File: config.mk
export PLATFORM = sky130hd
export DESIGN_NAME = dbg_bridge_flat
export DESIGN_NICKNAME = d
export VERILOG_FILES = /design/src/rtl/dbg_bridge_if.sv /design/src/rtl/dbg_bridge.sv /design/src/flat_wrapper.sv
export SDC_FILE = /design/constraint.sdc
export NUM_CORES = 1
export LEC_CHECK = 0
export CORE_ASPECT_RATIO = 1.75
export CORE_UTILIZATION = 40
export DETAILED_ROUTE_END_ITERATION = 7
export GPL_TIMING_DRIVEN = 1
export PLACE_DENSITY = 0.74
export SETUP_SLACK_MARGIN = 0.15
export SYNTH_ARGS = -nofsm -noshare
export SYNTH_HDL_FRONTEND = slang
export SYNTH_SLANG_ARGS = --single-unit
File: constraint.sdc
create_clock -name clk_i -period 4.01 [get_ports clk_i]
set_clock_uncertainty 0.05 [all_clocks]
set_input_delay 0.802 -clock clk_i [delete_from_list [all_inputs] [get_ports clk_i]]
set_output_delay 0.802 -clock clk_i [all_outputs]
set_load 0.01 [all_outputs]
File: src/rtl/dbg_bridge_if.sv
// dbg_bridge_if: host byte link and core debug port seen by dbg_bridge.
// The bridge connects through the master modport; the host link and the
// core wrapper (or a testbench) drive the slave side.
interface dbg_bridge_if;
    logic [7:0]  rx_data_i;
    logic        rx_valid_i;
    logic        rx_ready_o;
    logic [7:0]  tx_data_o;
    logic        tx_valid_o;
    logic        tx_ready_i;
    logic [7:0]  dbg_cmd_o;
    logic [31:0] dbg_addr_o;
    logic [31:0] dbg_data_o;
    logic [31:0] dbg_data_i;
    logic        dbg_ready_i;
    logic        busy_o;

    modport master (
        input  rx_data_i, rx_valid_i, tx_ready_i, dbg_data_i, dbg_ready_i,
        output rx_ready_o, tx_data_o, tx_valid_o, dbg_cmd_o, dbg_addr_o,
               dbg_data_o, busy_o
    );

    modport slave (
        output rx_data_i, rx_valid_i, tx_ready_i, dbg_data_i, dbg_ready_i,
        input  rx_ready_o, tx_data_o, tx_valid_o, dbg_cmd_o, dbg_addr_o,
               dbg_data_o, busy_o
    );
endinterface

File: src/rtl/dbg_bridge.sv
// dbg_bridge: turns a 9-byte host frame (CMD, ADDR LSB-first, DATA LSB-first)
// into one debug command on the core port, runs the 4-phase ready handshake
// and returns a 5-byte response (STATUS, RDATA LSB-first).
// Optional build macro DBG_BRIDGE_TIMEOUT_EN adds a WAIT_RDY watchdog of
// TIMEOUT_CYCLES cycles that aborts with STATUS 0xEE.
//
// state    | meaning
// ---------+-----------------------------------------------------------
// RX_CMD   | idle; zero bytes discarded, nonzero byte latched as command
// RX_ADDR  | collecting 4 address bytes
// RX_DATA  | collecting 4 write-data bytes
// ISSUE    | load dbg_cmd/addr/data outputs (one cycle)
// WAIT_RDY | command held until the core raises dbg_ready_i
// RELEASE  | command dropped, waiting for dbg_ready_i to fall
// TX       | sending STATUS and RDATA bytes
module dbg_bridge #(
    parameter int TIMEOUT_CYCLES = 65535
) (
    input  logic         clk_i,
    input  logic         rst_i,
    dbg_bridge_if.master bus
);
    typedef enum logic [2:0] {
        RX_CMD, RX_ADDR, RX_DATA, ISSUE, WAIT_RDY, RELEASE, TX
    } state_t;

    state_t      state_q, state_d;
    logic [7:0]  cmd_q, status_q, dbg_cmd_q;
    logic [31:0] addr_q, data_q, rdata_q, dbg_addr_q, dbg_data_q;
    logic [2:0]  cnt_q;
    logic        rx_rdy, tx_vld, busy, rx_fire, tx_fire, tmo_hit;
    logic [7:0]  tx_byte;

    assign rx_fire = rx_rdy && bus.rx_valid_i;
    assign tx_fire = tx_vld && bus.tx_ready_i;

`ifdef DBG_BRIDGE_TIMEOUT_EN
    localparam int TMO_W = $clog2(TIMEOUT_CYCLES + 1);
    logic [TMO_W-1:0] tmo_q;

    // Watchdog: zero outside WAIT_RDY, counts each cycle spent inside it.
    always_ff @(posedge clk_i) begin
        if (rst_i || state_q != WAIT_RDY) tmo_q <= '0;
        else                              tmo_q <= tmo_q + TMO_W'(1);
    end

    // The last waiting cycle is the one where the count is TIMEOUT_CYCLES-1.
    assign tmo_hit = (state_q == WAIT_RDY) && !bus.dbg_ready_i &&
                     (tmo_q == TMO_W'(TIMEOUT_CYCLES - 1));
`else
    logic unused_timeout;
    assign unused_timeout = ^TIMEOUT_CYCLES;
    assign tmo_hit = 1'b0;
`endif

    // State register.
    always_ff @(posedge clk_i) begin
        if (rst_i) state_q <= RX_CMD;
        else       state_q <= state_d;
    end

    // Next state and handshake outputs.
    always_comb begin
        state_d = state_q;
        rx_rdy  = 1'b0;
        tx_vld  = 1'b0;
        busy    = (state_q != RX_CMD);
        tx_byte = 8'h00;
        case (state_q)
            RX_CMD: begin
                rx_rdy = 1'b1;
                if (bus.rx_valid_i && bus.rx_data_i != 8'h00) state_d = RX_ADDR;
            end
            RX_ADDR: begin
                rx_rdy = 1'b1;
                if (bus.rx_valid_i && cnt_q == 3'd3) state_d = RX_DATA;
            end
            RX_DATA: begin
                rx_rdy = 1'b1;
                if (bus.rx_valid_i && cnt_q == 3'd3) state_d = ISSUE;
            end
            ISSUE:    state_d = WAIT_RDY;
            WAIT_RDY: begin
                // A ready on the timeout cycle still counts as success.
                if (bus.dbg_ready_i) state_d = RELEASE;
                else if (tmo_hit)    state_d = TX;
            end
            RELEASE: if (!bus.dbg_ready_i) state_d = TX;
            TX: begin
                tx_vld = 1'b1;
                case (cnt_q)
                    3'd0:    tx_byte = status_q;
                    3'd1:    tx_byte = rdata_q[7:0];
                    3'd2:    tx_byte = rdata_q[15:8];
                    3'd3:    tx_byte = rdata_q[23:16];
                    3'd4:    tx_byte = rdata_q[31:24];
                    default: tx_byte = 8'h00;
                endcase
                if (bus.tx_ready_i && cnt_q == 3'd4) state_d = RX_CMD;
            end
            default: state_d = RX_CMD;
        endcase
    end

    // Frame assembly, command outputs and response capture.
    always_ff @(posedge clk_i) begin
        if (rst_i) begin
            cmd_q      <= '0;
            addr_q     <= '0;
            data_q     <= '0;
            rdata_q    <= '0;
            status_q   <= '0;
            cnt_q      <= '0;
            dbg_cmd_q  <= '0;
            dbg_addr_q <= '0;
            dbg_data_q <= '0;
        end else begin
            case (state_q)
                RX_CMD: if (rx_fire && bus.rx_data_i != 8'h00) begin
                    cmd_q <= bus.rx_data_i;
                    cnt_q <= '0;
                end
                RX_ADDR: if (rx_fire) begin
                    addr_q <= {bus.rx_data_i, addr_q[31:8]};
                    cnt_q  <= (cnt_q == 3'd3) ? 3'd0 : cnt_q + 3'd1;
                end
                RX_DATA: if (rx_fire) begin
                    data_q <= {bus.rx_data_i, data_q[31:8]};
                    cnt_q  <= (cnt_q == 3'd3) ? 3'd0 : cnt_q + 3'd1;
                end
                ISSUE: begin
                    dbg_cmd_q  <= cmd_q;
                    dbg_addr_q <= addr_q;
                    dbg_data_q <= data_q;
                end
                WAIT_RDY: begin
                    if (bus.dbg_ready_i) begin
                        rdata_q   <= bus.dbg_data_i;
                        status_q  <= 8'h00;
                        dbg_cmd_q <= 8'h00;
                        cnt_q     <= '0;
                    end else if (tmo_hit) begin
                        rdata_q   <= '0;
                        status_q  <= 8'hEE;
                        dbg_cmd_q <= 8'h00;
                        cnt_q     <= '0;
                    end
                end
                TX: if (tx_fire) cnt_q <= (cnt_q == 3'd4) ? 3'd0 : cnt_q + 3'd1;
                default: ;
            endcase
        end
    end

    assign bus.rx_ready_o = rx_rdy;
    assign bus.tx_valid_o = tx_vld;
    assign bus.tx_data_o  = tx_byte;
    assign bus.busy_o     = busy;
    assign bus.dbg_cmd_o  = dbg_cmd_q;
    assign bus.dbg_addr_o = dbg_addr_q;
    assign bus.dbg_data_o = dbg_data_q;
endmodule

File: src/flat_wrapper.sv
// flat-port wrapper written by rule: the top's interface ports become plain ports
module dbg_bridge_flat 
#(
    parameter int TIMEOUT_CYCLES = 65535
)
  (clk_i, rst_i, bus_rx_data_i, bus_rx_valid_i, bus_tx_ready_i, bus_dbg_data_i, bus_dbg_ready_i, bus_rx_ready_o, bus_tx_data_o, bus_tx_valid_o, bus_dbg_cmd_o, bus_dbg_addr_o, bus_dbg_data_o, bus_busy_o);
  dbg_bridge_if bus_i ();
  input  logic clk_i;
  input  logic rst_i;
  input wire logic [$bits(bus_i.rx_data_i)-1:0] bus_rx_data_i;
  input wire logic [$bits(bus_i.rx_valid_i)-1:0] bus_rx_valid_i;
  input wire logic [$bits(bus_i.tx_ready_i)-1:0] bus_tx_ready_i;
  input wire logic [$bits(bus_i.dbg_data_i)-1:0] bus_dbg_data_i;
  input wire logic [$bits(bus_i.dbg_ready_i)-1:0] bus_dbg_ready_i;
  output wire logic [$bits(bus_i.rx_ready_o)-1:0] bus_rx_ready_o;
  output wire logic [$bits(bus_i.tx_data_o)-1:0] bus_tx_data_o;
  output wire logic [$bits(bus_i.tx_valid_o)-1:0] bus_tx_valid_o;
  output wire logic [$bits(bus_i.dbg_cmd_o)-1:0] bus_dbg_cmd_o;
  output wire logic [$bits(bus_i.dbg_addr_o)-1:0] bus_dbg_addr_o;
  output wire logic [$bits(bus_i.dbg_data_o)-1:0] bus_dbg_data_o;
  output wire logic [$bits(bus_i.busy_o)-1:0] bus_busy_o;
  assign bus_i.rx_data_i = bus_rx_data_i;
  assign bus_i.rx_valid_i = bus_rx_valid_i;
  assign bus_i.tx_ready_i = bus_tx_ready_i;
  assign bus_i.dbg_data_i = bus_dbg_data_i;
  assign bus_i.dbg_ready_i = bus_dbg_ready_i;
  assign bus_rx_ready_o = bus_i.rx_ready_o;
  assign bus_tx_data_o = bus_i.tx_data_o;
  assign bus_tx_valid_o = bus_i.tx_valid_o;
  assign bus_dbg_cmd_o = bus_i.dbg_cmd_o;
  assign bus_dbg_addr_o = bus_i.dbg_addr_o;
  assign bus_dbg_data_o = bus_i.dbg_data_o;
  assign bus_busy_o = bus_i.busy_o;
  dbg_bridge #(.TIMEOUT_CYCLES(TIMEOUT_CYCLES)) u_core (.clk_i(clk_i), .rst_i(rst_i), .bus(bus_i));
endmodule
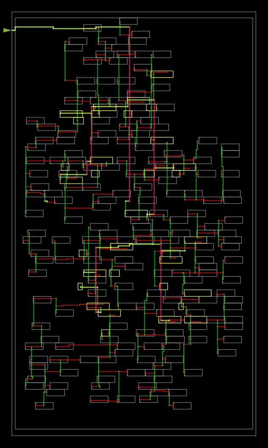
*Clock routing*
power in the clock group: 1.65 mW
clock sinks: 182
CLK BUF: 17

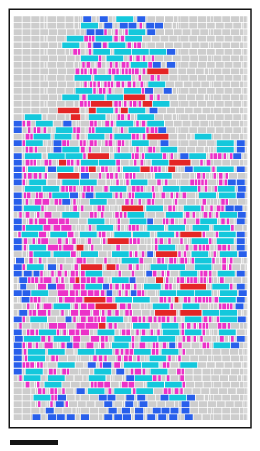
*Cell classes on the final placement*
The bar under the picture is 20 µm long. Fill, decap, tap and diode cells in grey.
- cyan: flops (cells 182; share of their area 43%)
- blue: other buffers and delay cells (cells 138; share of their area 16%)
- red: clock drivers and dummy loads (cells 32; share of their area 6.9%)
- magenta: combinational and other logic (cells 609; share of their area 34%)
Layout Utilization: 52.8%
Post-Layout Inst Area: 0.00869 mm²

==> metrics.csv <==
stage,metric,value,unit
status,outcome,"complete, no violations",
synth,"AND-OR/OR-AND Cells, Area Fraction",17.8,%
worst_setup_path,CP max FO,9,
final_timing,RSZ-0062 raised after global routing,false,
worst_setup_path,Worst setup SP type,flip-flop,
synth,Synth Register Bits,182,
min_path,hold path depth,2,
worst_setup_path,reg2reg path depth,4,
final_timing,setup TNS,0,ns
final_timing,min Tclk post-route,3.44,ns
final_timing,Final Hold Vio Count,0,
synth,synth unique cells,41,
final_timing,Setup Viol. Count Final,0,
layout,share of post-route cells with drive strength above 1,5.31,%
power_and_ir_drop,Clk network pwr share,39.5,%
worst_setup_path,crit path DAT,2.59,ns
final_timing,f_max,290,MHz
worst_setup_path,"Top cell by count, worst path",nor2_1,
final_timing,relative slew slack,42.4,%
global_routing,first-pass GRT wire length,27000,µm
detailed_routing,routed length on met3,645,µm
clocking,root buffer cell,clkbuf_16,
detailed_routing,Post-DRT Antenna Nets,0,
worst_setup_path,FF-to-FF Start,u_core.state_q[0]$_SDFFE_PP0P_,
clocking,Setup Buffers After CTS,0,
flow_run,OpenROAD warning count,30,
final_timing,Worst-Margin Slew,0.862,ns
min_path,Hold Crit Endpoint,u_core.bus.dbg_data_o[10]$_SDFFE_PP0P_,
synth,YS warnings,0,
detailed_routing,drt drc,0,
power_and_ir_drop,power in sequential cells,1.95,mW
synth,Adder-Cell Fraction of Synth Area,1.11,%
final_timing,Pins Over Slew Limit,0,
clocking,CTS tree,done,
synth,Post-Syn Nets,907,
synth,"Avg Cell Area, Syn",7.88,µm²
worst_setup_path,crit path DRT,3.16,ns
layout,most frequent cells in the layout,"nand2_1 (329), dfxtp_1 (182), a21oi_1 (173), clkdlybuf4s50_1 (126), nor2_1 (22)",
worst_setup_path,critical path depth,7,
synth,area fraction in mux cells,0,%
worst_setup_path,reg2reg setup slack,1.64,ns
synth,synthesis area per yosys,0.00675,mm²
place,DPL Wire Length,11500,µm
power_and_ir_drop,Max power group,sequential cells,
worst_setup_path,crit path kind,reg -> out,
power_and_ir_drop,Comb power frac,13.8,%
die,CORE AREA,0.0164,mm²
global_routing,vias in the first global route,5524,
die,chip area,0.0174,mm²
final_timing,Tcrit/Tclk final,85.9,%
layout,Antenna Cells,0,
synth,async set-reset flop share out of synthesis,0,%
worst_setup_path,crit path capture type,primary output,
detailed_routing,Highest Signal Layer,met4,
power_and_ir_drop,Internal,2.95,mW
clocking,clk latency late pin,0.43,ns
flow_run,maxcap violations,0,
worst_setup_path,"CP delay by family, top",buffers and inverters,
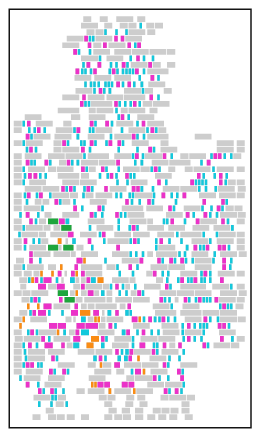
*Gate-type map*
- cyan: NAND gates (cells 345; most used nand2_1; where all over the die)
- green: adder and majority cells (cells 6; most used ha_1; where west)
- magenta: inverting AOI/OAI gates (cells 202; most used a21oi_1; where all over the die)
- orange: NOR gates (cells 27; most used nor2_1)

-- synth_stat cells (2+ instances only) --
master	count	area share, %
a211oi_1	2	0.22
a21oi_1	173	13
a222oi_1	8	1.2
a22o_1	8	1.0
a22oi_1	8	0.89
and2_1	2	0.19
and3_1	2	0.19
buf_1	3	0.17
buf_2	19	1.4
clkbuf_1	42	2.3
dfxtp_1	182	54
ha_1	6	1.1
inv_1	4	0.22
nand2_1	329	18
nand2b_1	3	0.28
nand3_1	12	0.89
nor2_1	22	1.2
o21ai_0	2	0.15
o21ai_1	2	0.15
o31ai_1	3	0.33
or3_1	2	0.19
or4_1	3	0.33
-- metrics by stage --
| step | hold WS, ns | std cells |
|---|---|---|
| floorplan | 0.382 | 856 |
| global placement | 0.392 | 1153 |
| detailed placement | 0.397 | 1153 |
| CTS | 0.406 | 1185 |
| global route | 0.422 | 1185 |
| finish | 0.401 | 1185 |
-- tightest hold or removal path, stage by stage (launching register included) --
cell,delay (ns)
dfxtp_1,0.31
nand2_1,0.05
a21oi_1,0.05
-- area by class of cell --
| type | count | area [µm²] |
|---|---|---|
| Clock buffer | 17 | 425 |
| Clock inverter | 15 | 155 |
| Fill cell | 1608 | 7750 |
| Inverter | 6 | 22.5 |
| Multi-Input combinational cell | 603 | 2810 |
| Sequential cell | 182 | 3640 |
| Tap cell | 224 | 280 |
| Timing Repair Buffer | 138 | 1350 |
-- per-layer routing --
metal,global-route usage (%),vias to the layer above
li1,-,3016
met1,21.1,2737
met2,36.5,152
met3,4.15,34
met4,8.70,0
met5,0,-
-- cell families (layout without fill, tap and decap cells) --
logic type      count (synthesis)  after routing
buf+inv                        71            176
compound gates                213            213
flops                         182            182
xor+xnor                        1              1
fa+ha+maj                       6              6
simple gates                  383            383
Power figures rest on the tool's default switching activity, not on a simulated workload.
